==> config.mk <==
export PLATFORM = sky130hd
export DESIGN_NAME = reverb_tap_scheduler
export DESIGN_NICKNAME = d
export VERILOG_FILES = /design/src/rtl/reverb_tap_scheduler.sv
export SDC_FILE = /design/constraint.sdc
export NUM_CORES = 1
export LEC_CHECK = 0
export ABC_AREA = 1
export CORE_UTILIZATION = 62
export CTS_CLUSTER_SIZE = 40
export DETAILED_ROUTE_END_ITERATION = 8
export PLACE_DENSITY = 0.86
export SYNTH_ARGS = -nofsm -noshare
export SYNTH_HDL_FRONTEND = slang
export SYNTH_SLANG_ARGS = --single-unit
export TNS_END_PERCENT = 30
==> constraint.sdc <==
create_clock -name clk -period 26 [get_ports clk]
set_input_delay 3.9 -clock clk [delete_from_list [all_inputs] [get_ports clk]]
set_output_delay 3.9 -clock clk [all_outputs]
set_load 0.05 [all_outputs]
==> src/rtl/reverb_tap_scheduler.sv <==
// Three-tap reverb that time-shares one delay RAM and one multiplier; output = dry + sum of gated taps.
// Define REVERB_SAT_EN to clamp the output to the signed DATA_W range instead of wrapping.
module reverb_tap_scheduler #(
  parameter int DATA_W = 16,
  parameter int ADDR_W = 20,
  parameter int NTAPS  = 3
) (
  input  logic              clk,
  input  logic              rst,
  input  logic              in_valid,
  output logic              in_ready,
  input  logic [DATA_W-1:0] in_data,
  input  logic [ADDR_W-1:0] delay_1,
  input  logic [ADDR_W-1:0] delay_2,
  input  logic [ADDR_W-1:0] delay_3,
  input  logic [DATA_W-1:0] gain_1,
  input  logic [DATA_W-1:0] gain_2,
  input  logic [DATA_W-1:0] gain_3,
  output logic              ram_we,
  output logic [ADDR_W-1:0] ram_waddr,
  output logic [DATA_W-1:0] ram_wdata,
  output logic [ADDR_W-1:0] ram_raddr,
  input  logic [DATA_W-1:0] ram_rdata,
  output logic              out_valid,
  output logic [DATA_W-1:0] out_data
);

  // state    | meaning
  // IDLE     | waiting for a sample
  // WR_RD0   | write sample, issue tap 1 read
  // RD1      | issue tap 2 read, accumulate tap 1
  // RD2      | issue tap 3 read, accumulate tap 2
  // ACC_LAST | accumulate tap 3, register result
  // EMIT     | present result, may accept the next sample
  typedef enum logic [2:0] {IDLE, WR_RD0, RD1, RD2, ACC_LAST, EMIT} state_t;

  localparam int ACC_W  = DATA_W + 2;
  localparam int PROD_W = 2 * DATA_W;
  localparam logic signed [ACC_W-1:0] ACC_MAX = {{(ACC_W-DATA_W+1){1'b0}}, {(DATA_W-1){1'b1}}};
  localparam logic signed [ACC_W-1:0] ACC_MIN = {{(ACC_W-DATA_W+1){1'b1}}, {(DATA_W-1){1'b0}}};

  state_t state, state_nxt;

  logic [ADDR_W-1:0]        wptr;
  logic [ADDR_W-1:0]        fill;
  logic [DATA_W-1:0]        sample_q;
  logic [ADDR_W-1:0]        dly_q  [NTAPS];
  logic [DATA_W-1:0]        gain_q [NTAPS];
  logic signed [ACC_W-1:0]  acc;
  logic [DATA_W-1:0]        out_data_q;

  logic                     accept;
  logic                     acc_en;
  logic [ADDR_W-1:0]        cur_dly;
  logic [DATA_W-1:0]        cur_gain;
  logic                     cur_en;
  logic signed [PROD_W-1:0] rdata_x;
  logic signed [PROD_W-1:0] gain_x;
  logic signed [PROD_W-1:0] product;
  logic signed [ACC_W-1:0]  term;
  logic signed [ACC_W-1:0]  acc_sum;
  logic [DATA_W-1:0]        result;
  logic                     unused_bits;

  assign in_ready = !rst && (state == IDLE || state == EMIT);
  assign accept   = in_valid && in_ready;

  always_ff @(posedge clk) begin
    if (rst) state <= IDLE;
    else     state <= state_nxt;
  end

  always_comb begin
    state_nxt = state;
    ram_we    = 1'b0;
    ram_raddr = '0;
    out_valid = 1'b0;
    acc_en    = 1'b0;
    cur_dly   = '0;
    cur_gain  = '0;
    case (state)
      IDLE:     if (accept) state_nxt = WR_RD0;
      WR_RD0: begin
        ram_we    = 1'b1;
        ram_raddr = wptr - dly_q[0];
        state_nxt = RD1;
      end
      RD1: begin
        ram_raddr = wptr - dly_q[1];
        acc_en    = 1'b1;
        cur_dly   = dly_q[0];
        cur_gain  = gain_q[0];
        state_nxt = RD2;
      end
      RD2: begin
        ram_raddr = wptr - dly_q[2];
        acc_en    = 1'b1;
        cur_dly   = dly_q[1];
        cur_gain  = gain_q[1];
        state_nxt = ACC_LAST;
      end
      ACC_LAST: begin
        acc_en    = 1'b1;
        cur_dly   = dly_q[2];
        cur_gain  = gain_q[2];
        state_nxt = EMIT;
      end
      EMIT: begin
        out_valid = 1'b1;
        state_nxt = accept ? WR_RD0 : IDLE;
      end
      default:  state_nxt = IDLE;
    endcase
  end

  // A tap only counts once the buffer holds a sample that old, hiding stale RAM after reset.
  assign cur_en  = (cur_dly != '0) && (fill >= cur_dly);
  assign rdata_x = $signed({{DATA_W{ram_rdata[DATA_W-1]}}, ram_rdata});
  assign gain_x  = $signed({{DATA_W{cur_gain[DATA_W-1]}}, cur_gain});
  assign product = rdata_x * gain_x;
  // Arithmetic shift by DATA_W-1 plus the first dropped bit: round half up.
  assign term    = $signed({product[PROD_W-1], product[PROD_W-1:DATA_W-1]})
                 + $signed(ACC_W'(product[DATA_W-2]));
  assign acc_sum = acc + (cur_en ? term : '0);
  assign unused_bits = ^{product[DATA_W-3:0], acc_sum[ACC_W-1:DATA_W]};

  always_comb begin
    result = acc_sum[DATA_W-1:0];
`ifdef REVERB_SAT_EN
    if (acc_sum > ACC_MAX)      result = ACC_MAX[DATA_W-1:0];
    else if (acc_sum < ACC_MIN) result = ACC_MIN[DATA_W-1:0];
`endif
  end

  always_ff @(posedge clk) begin
    if (rst) begin
      wptr       <= '0;
      fill       <= '0;
      sample_q   <= '0;
      acc        <= '0;
      out_data_q <= '0;
      for (int k = 0; k < NTAPS; k++) begin
        dly_q[k]  <= '0;
        gain_q[k] <= '0;
      end
    end else begin
      if (accept) begin
        sample_q  <= in_data;
        dly_q[0]  <= delay_1;
        dly_q[1]  <= delay_2;
        dly_q[2]  <= delay_3;
        gain_q[0] <= gain_1;
        gain_q[1] <= gain_2;
        gain_q[2] <= gain_3;
        acc       <= $signed({{(ACC_W-DATA_W){in_data[DATA_W-1]}}, in_data});
      end else if (acc_en) begin
        acc <= acc_sum;
      end
      if (state == ACC_LAST) out_data_q <= result;
      if (state == EMIT) begin
        wptr <= wptr + 1'b1;
        if (fill != {ADDR_W{1'b1}}) fill <= fill + 1'b1;
      end
    end
  end

  assign ram_waddr = wptr;
  assign ram_wdata = sample_q;
  assign out_data  = out_data_q;

endmodule

==> flow_summary.ini <==
; physical design summary
[floorplanning]
die_w_um = 186
die-area_sq_um = 34600
die_h_um = 186
fp_util_pct = 63.7

[logic_synthesis]
syn-cell-area_sq_um = 21000
yosys_warnings = 0
synthArstFlopShare_pct = 0
synth_area_per_cell_sq_um = 7.99
most_common_cell = inv_1
synth_cell_types = 57
xor_area_share_pct = 1.96
simple_gate_share_pct = 20.3
yosys_area_sq_um = 21000
ys_sh_adder_pct = 32.6
synth_stat.cells = 2626
yosys.area_share.aoi_pct = 8.70
edf_count = 108
top_cells_by_count = 585 x inv_1, 434 x nand2_1, 380 x nor2_1
logic_family = adder cells

[clock_tree]
htreeDepth = 4
clk_latency_ns = 0.47
cts_resized = 0
cts_buffer_depth = 2

[flow_run]
openroad.warnings = 28
drv_cap = 0

[worst_setup_path]
setup.worst_path.end_class = register
cp.arrival_ns = 12.88
cp_max_fo = 9
critical_path.most_common_cell = nand2_1
start_kind = primary input
critPathMaxStageDelay_ns = 0.70
r2r_cells = 46

[routing]
wire_per_inst_um = 18.7
dr.pass1.iters = 8
drc_errors = 0
vias = 18200
first_iter_violations = 1425

[power]
leakage_nw = 11.8
pwr_density_cell_nw_per_um2 = 89.8
p_comb_share_pct = 68.5
p_seq_share_pct = 19.4

[grt]
gr-max-usage-layer = met2
antenna_found_initial = 1
globalRouteMet3Util_pct = 9.47

[placement]
routabilityCongestion = 1.02

[timing]
tns_ns = 0
period_used_pct = 48.1
setup_viol = 0
drv_slew = 0
fin_ws_ns = 13.49
whs_ns = 0.473
fin_crit_ns = 12.51
max_freq_mhz = 80.0

[run_status]
status = finished, final reports clean

[finish]
nNetsFinal = 3338
[cells in the final DEF, fill, tap and decap left out, drive strengths merged, types with 18 or more instances in the layout]
master,count
nor2,400
a21oi,116
fa,257
nand4,20
clkdlybuf4s50,217
o21ai,87
nand3,58
clkbuf,18
edfxtp,108
nor3,43
inv,603
nand2,460
ha,135
xor2,27
a31oi,29
dfxtp,91
[metal layers]
layer | routed length, um | share of wire, % | up-vias
met3 | 5670 | 9.3 | 134
li1 | - | - | 8444
met2 | 28900 | 48 | 848
met1 | 24100 | 40 | 8823
met4 | 2080 | 3.4 | 0
met5 | 0 | 0 | -
[logic make-up after synthesis]
logic type,count (synthesis)
compound gates,307
buf+inv,682
simple gates,1002
flops,199
xor+xnor,44
fa+ha+maj,392
[layout make-up]
type	count	area [sq um]
clock inverter	14	136
clock buffer	18	429
sequential	199	5060
timing repair buffer	233	2290
antenna	1	2.50
inverter	607	2280
fill	2519	8850
tap	442	553
multi-input combinational	1745	13300
[worst min path at each step]
stage                                     end                 startpoint  cells past startpoint  slack, ns
finish              ram_wdata[8]$_SDFFE_PP0P_  ram_wdata[8]$_SDFFE_PP0P_                      2       0.47
global route        ram_wdata[6]$_SDFFE_PP0P_  ram_wdata[6]$_SDFFE_PP0P_                      2       0.48
CTS                 ram_wdata[4]$_SDFFE_PP0P_  ram_wdata[4]$_SDFFE_PP0P_                      2       0.47
detailed placement  ram_wdata[4]$_SDFFE_PP0P_  ram_wdata[4]$_SDFFE_PP0P_                      2       0.46
global placement    ram_wdata[4]$_SDFFE_PP0P_  ram_wdata[4]$_SDFFE_PP0P_                      2       0.45
floorplan                fill[4]$_SDFFE_PP0P_       fill[4]$_SDFFE_PP0P_                      2       0.46
[power by group through the flow]
stage               sequential [mW]  combinational, mW  clock [mW]
finish                        0.421               1.48       0.261
global route                  0.426               1.65       0.273
CTS                           0.420               1.47       0.261
detailed placement            0.426               1.44           0
global placement              0.423               1.41           0
floorplan                     0.446               1.02           0
[critical path: cells and delay by family]
kind	cells	cell delay (ns)
AOI/OAI and AO/OA	11	2.25
adders and majority gates	10	3.86
xor gates and xnor gates	2	0.45
buffers and inverters	5	1.30
and+or+nand+nor	11	1.10
[stage by stage]
step	instance area (sq um)	cells
floorplan	21000	2626
global placement	23500	3226
detailed placement	23500	3226
CTS	24100	3258
global route	24100	3259
finish	24100	3259
[registers in the layout, summed over array words and instances (netlist names)]
name	cells
ram_wdata	16
gain_q	48
state	3
out_data	16
ram_waddr	20
acc	16
fill	20
dly_q	60
Gate families picked out:
(2 px per um)
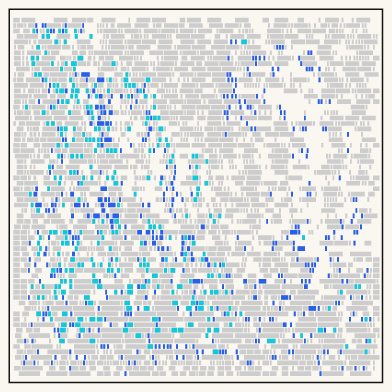
family	color	cells	most used
NOR gates	blue	456	nor2_1
inverting AOI/OAI gates	cyan	290	a21oi_1
Post-Layout Cell Count: 3259
fraction of area in multi-input gates: 55.4%

The clock network:
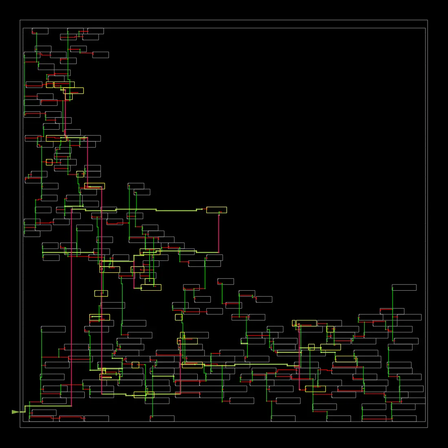
TritonCTS buffer count: 17
skew final: 0.0171 ns

Wires at chosen ports, followed through buffers:
(2 px per um)
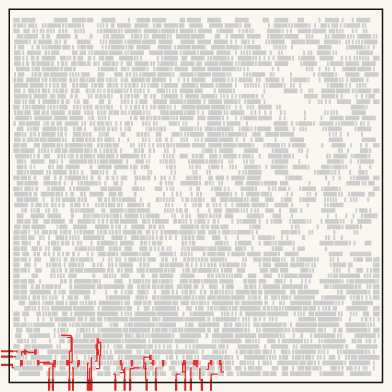
port	color	bits	direction	edge	end cells	wire
delay_1	red	20	input	17 bottom, 3 left	20	284 um
io pins: 218
Buffers on Ports: 217

